==> src/rtl/uart_word_pkg.sv <==
// uart_word_pkg
//   Constants and types shared by the UART word serializer (TX) and the
//   receive-side byte assembler. Both ends must agree on the word geometry
//   and on the byte order (least-significant byte first).
//
//   NUM_BYTES : bytes per word
//   CNT_W     : byte-counter width, 2**CNT_W >= NUM_BYTES
//   WORD_W    : word width in bits
//   state_t   : serializer FSM state encoding

package uart_word_pkg;

    localparam int NUM_BYTES = 8;
    localparam int CNT_W     = 3;
    localparam int WORD_W    = NUM_BYTES * 8;

    typedef enum logic [2:0] {
        IDLE     = 3'd0,
        START    = 3'd1,
        WAIT_ACK = 3'd2,
        WAIT_TX  = 3'd3,
        DONE     = 3'd4
    } state_t;

endpackage

==> src/rtl/word_to_bytes_tx.sv <==
// word_to_bytes_tx
//   Takes one word per valid/ready handshake and hands it to the byte-level
//   UART transmitter as NUM_BYTES consecutive bytes, least-significant first.
//
//   state    | meaning
//   ---------+-----------------------------------------------------------
//   IDLE     | word_ready=1, waiting for word_valid
//   START    | tx_start pulse for the byte in shift_reg[7:0]
//   WAIT_ACK | waiting for the UART to raise tx_busy
//   WAIT_TX  | waiting for the UART to drop tx_busy (byte finished)
//   DONE     | word_done pulse, back to IDLE next cycle
//
//   Ports
//   clk        in   system clock, rising edge
//   rst        in   asynchronous reset, active low
//   word_in    in   word to send, sampled only on acceptance
//   word_valid in   word_in is valid
//   word_ready out  idle, a word will be accepted this cycle
//   tx_data    out  byte presented to the UART TX (shift_reg[7:0])
//   tx_start   out  one-cycle request to send tx_data
//   tx_busy    in   UART TX is shifting a byte
//   word_done  out  one-cycle pulse after the last byte has completed

module word_to_bytes_tx #(
    parameter int NUM_BYTES = uart_word_pkg::NUM_BYTES,
    parameter int CNT_W     = uart_word_pkg::CNT_W
) (
    input  logic                   clk,
    input  logic                   rst,
    input  logic [NUM_BYTES*8-1:0] word_in,
    input  logic                   word_valid,
    output logic                   word_ready,
    output logic [7:0]             tx_data,
    output logic                   tx_start,
    input  logic                   tx_busy,
    output logic                   word_done
);

    import uart_word_pkg::*;

    localparam int W = NUM_BYTES * 8;
    localparam logic [CNT_W-1:0] LAST_BYTE = CNT_W'(NUM_BYTES - 1);

    state_t           state;
    state_t           state_nxt;
    logic [CNT_W-1:0] byte_cnt;
    logic [W-1:0]     shift_reg;
    logic             accept;
    logic             byte_end;

    assign accept   = (state == IDLE) && word_valid;
    // The UART has finished the current byte: busy seen high, now low.
    assign byte_end = (state == WAIT_TX) && !tx_busy;

    always_comb begin
        state_nxt = state;
        case (state)
            IDLE:     if (word_valid) state_nxt = START;
            START:    state_nxt = WAIT_ACK;
            // busy may already be high on entry; that still counts as the ack
            WAIT_ACK: if (tx_busy) state_nxt = WAIT_TX;
            WAIT_TX:  if (!tx_busy) state_nxt = (byte_cnt == LAST_BYTE) ? DONE : START;
            DONE:     state_nxt = IDLE;
            default:  state_nxt = IDLE;
        endcase
    end

    always_ff @(posedge clk or negedge rst) begin
        if (!rst) begin
            state     <= IDLE;
            byte_cnt  <= '0;
            shift_reg <= '0;
        end else begin
            state <= state_nxt;
            if (accept) begin
                shift_reg <= word_in;
                byte_cnt  <= '0;
            end else if (byte_end && (byte_cnt != LAST_BYTE)) begin
                // Advance to the next byte on the way back to START, so
                // tx_data is already updated when tx_start is raised.
                shift_reg <= {8'h00, shift_reg[W-1:8]};
                byte_cnt  <= byte_cnt + CNT_W'(1);
            end
        end
    end

    // All outputs decode registered state, so they are glitch-free and
    // tx_data cannot move while a byte is in flight.
    assign tx_data    = shift_reg[7:0];
    assign tx_start   = (state == START);
    assign word_done  = (state == DONE);
    assign word_ready = (state == IDLE);

endmodule
==> config.mk <==
export PLATFORM = sky130hd
export DESIGN_NAME = word_to_bytes_tx
export DESIGN_NICKNAME = d
export VERILOG_FILES = /design/src/rtl/uart_word_pkg.sv /design/src/rtl/word_to_bytes_tx.sv
export SDC_FILE = /design/constraint.sdc
export NUM_CORES = 1
export LEC_CHECK = 0
export ABC_AREA = 1
export CAP_MARGIN = 10
export CORE_MARGIN = 5
export CORE_UTILIZATION = 40
export DETAILED_ROUTE_END_ITERATION = 10
export PLACE_DENSITY = 0.67
export SLEW_MARGIN = 15
export SYNTH_ARGS = -nofsm -noshare
export SYNTH_HDL_FRONTEND = slang
export SYNTH_SLANG_ARGS = --single-unit
==> constraint.sdc <==
create_clock -name clk -period 3.6 [get_ports clk]
set_input_delay 0.36 -clock clk [delete_from_list [all_inputs] [get_ports clk]]
set_output_delay 0.36 -clock clk [all_outputs]
set_load 0.05 [all_outputs]
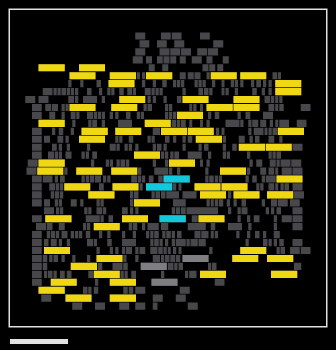
Figure 1: where the registers sit.
Scale bar: 20 um. Other sequential cells in the stronger gray, the rest of the logic in the fainter gray.
color	signal	sequential cells
yellow	`shift_reg`	64
cyan	`byte_cnt`	3

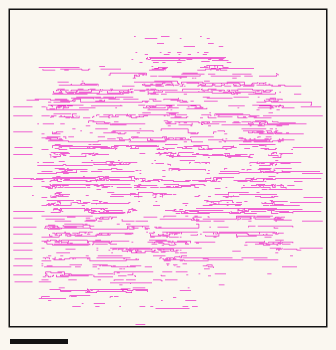
Figure 2: signal wires on met1.
Scale bar: 20 um.
main direction	horizontal
share of all routed wire	46%

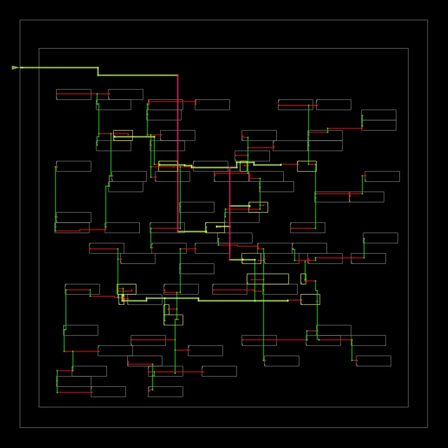
Figure 3: clock routing.
sinks on the clock net: 70
number of CTS-inserted buffers: 9
clock insertion delay at the later pin of the skew report: 0.34 ns
power in the clock group: 0.585 mW
worst-case clock skew: 0.008314 ns

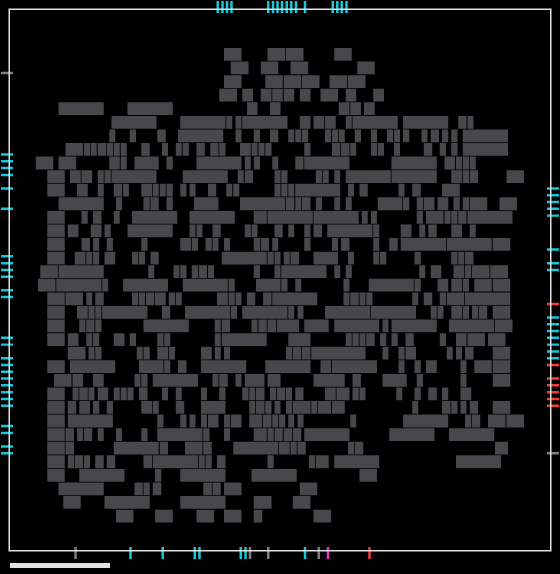
Figure 4: I/O pins on the die edge.
Scale bar: 20 um. Pins as bars across the die edge, other pins in gray.
color	port	pins	direction	edge
cyan	`word_in`	64	input	26 left, 16 top, 15 right, 7 bottom
red	`tx_data`	8	output	7 right, 1 bottom
magenta	`tx_start`	1	output	bottom

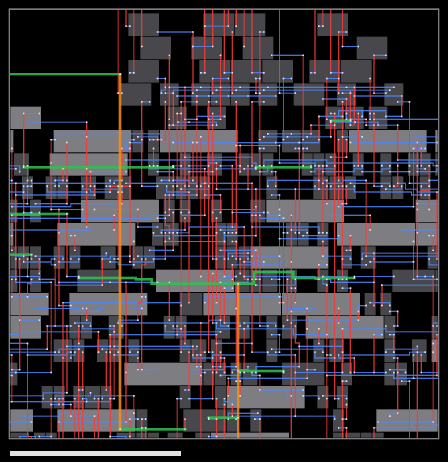
Figure 5: layout detail.
Scale bar: 20 um. Region (29, 51) to (79, 101) um. Cells in gray, sequential cells in the stronger gray; small squares are vias.
color	layer
red	M2
blue	M1
green	M3
orange	M4
sequential cells in the window	18
cells with their middle in the window	166
most frequent	nand2_1 (89), nand3_1 (19), dfrtp_1 (18)
netlist names of flops here include	`shift_reg` (18)

==> impl_metrics.csv <==
group,metric,value,unit
sta,timing.final.max_slew_violations,0,
layout,most_frequently_placed_logic_cell_in_the_final_layout,"nand2_1",
placed_design,dp_hpwl,5951,um
placed_design,post_dp_cell_area,0.004568,sq mm
worst_setup_path,critPathLaunch,"state[2]$_DFFE_PN0P_",
synth,yosys-stat-cells,531,
clock_network,post-cts-setup-buffer-count,0,
worst_setup_path,crit_path_top_delay_cell,"clkdlybuf4s50_1",
layout,nets,643,
pwr,power.clock.fraction,19.9,%
synth,synth_warnings,0,
global_routing,grt_pass1_vias,3606,
pwr,leakage,2.494,nW
synth,synth.yosys.seq_area_share,45.44,%
layout,dominant-cell-class,"multi-input combinational cells",
synth,post_synth_xor_area_fraction,0,%
pwr,irDropWorstVdd,0.3046,mV
synth,postSynthCellCount,531,
synth,netlist_logic_family_top,"simple AND/OR/NAND/NOR gates",
synth,ys_types,21,
layout,numSequentialCells,70,
pwr,p_per_area,619.5,mW/mm^2
layout,largest_reg_flops,64,
worst_setup_path,worst-r2r-cell-count,8,
floorplanning,taps,129,
clock_network,cts_root_buf,"clkbuf_8",
outcome,status,"finished clean",
worst_setup_path,worst_path_fanout_max,35,
detailed_routing,routed-via-count,3623,
layout,inverters,12,
synth,syn_area_per_cell,7.260,sq um
sta,hold_violation_total_from_the_final_report,0,
floorplanning,die_ht,108.2,um
global_routing,congestion_overflow_gr,0,
placed_design,placedCellCount,691,
pwr,power.internal,1.742,mW
sta,finalCriticalPeriod,2.839,ns
sta,tightestPinTransition,1.140,ns
global_routing,grt_pass1_wl,16730,um
clock_network,ctsResizeCount,0,
layout,post_layout_nonfiller_instances,705,
detailed_routing,finalWirelength,9738,um
worst_setup_path,setup.worst_path.end_class,"output port",
sta,relSlewSlack,23.98,%
sta,fin_setup_tns,0,ns
synth,netlist.top_cell.by_area,"dfrtp_1",
layout,clock_tree_area_fraction,3.591,%
synth,synth_chip_area,0.003855,sq mm
layout,combAreaFraction,37.81,%
synth,synth_largest_type_area_fraction,45.44,%
detailed_routing,wire_length_per_cell_after_detailed_routing,13.81,um
global_routing,grt_max_degree,125,
worst_setup_path,worst-setup-path-type,"reg2out",
synth,ao_oa_area_share,0.9737,%
worst_setup_path,cp_cell_sequence,"inv_2 -> buf_4 -> nor3_1 -> clkdlybuf4s50_1",
clock_network,max_h_tree_level,3,
layout,multi_input_comb_area,0.001792,sq mm
pwr,power_combinational,1.19,mW
layout,num_antenna_cells,0,
min_path,timing.hold.worst.class,"in2async",
detailed_routing,count_of_unresolved_drc_violations_after_routing,0,
floorplanning,initial_utilization,41.33,%
detailed_routing,drtAntennaViolNets,0,
==> Yosys cell counts <==
cell type / n
a21oi_1: 1
clkinv_1: 1
nor2_2: 2
nor3_1: 3
nand3_1: 77
buf_6: 4
inv_1: 10
buf_4: 9
o21ai_0: 5
nand2_1: 243
clkbuf_1: 19
nor2_1: 3
inv_2: 1
nand4_1: 56
ha_1: 2
buf_2: 15
nand3_2: 2
dfrtp_1: 70
nand3b_1: 1
o21bai_1: 1
buf_1: 6
==> metal layers <==
| metal | share of wire, % | up-vias | GRT usage (%) |
|---|---|---|---|
| li1 | - | 1828 | - |
| met1 | 46 | 1678 | 23.50 |
| met2 | 48 | 109 | 28.51 |
| met3 | 5.5 | 8 | 4.478 |
| met4 | 0.91 | 0 | 4.509 |
| met5 | 0 | - | 0 |
Power and IR drop assume default switching activity.
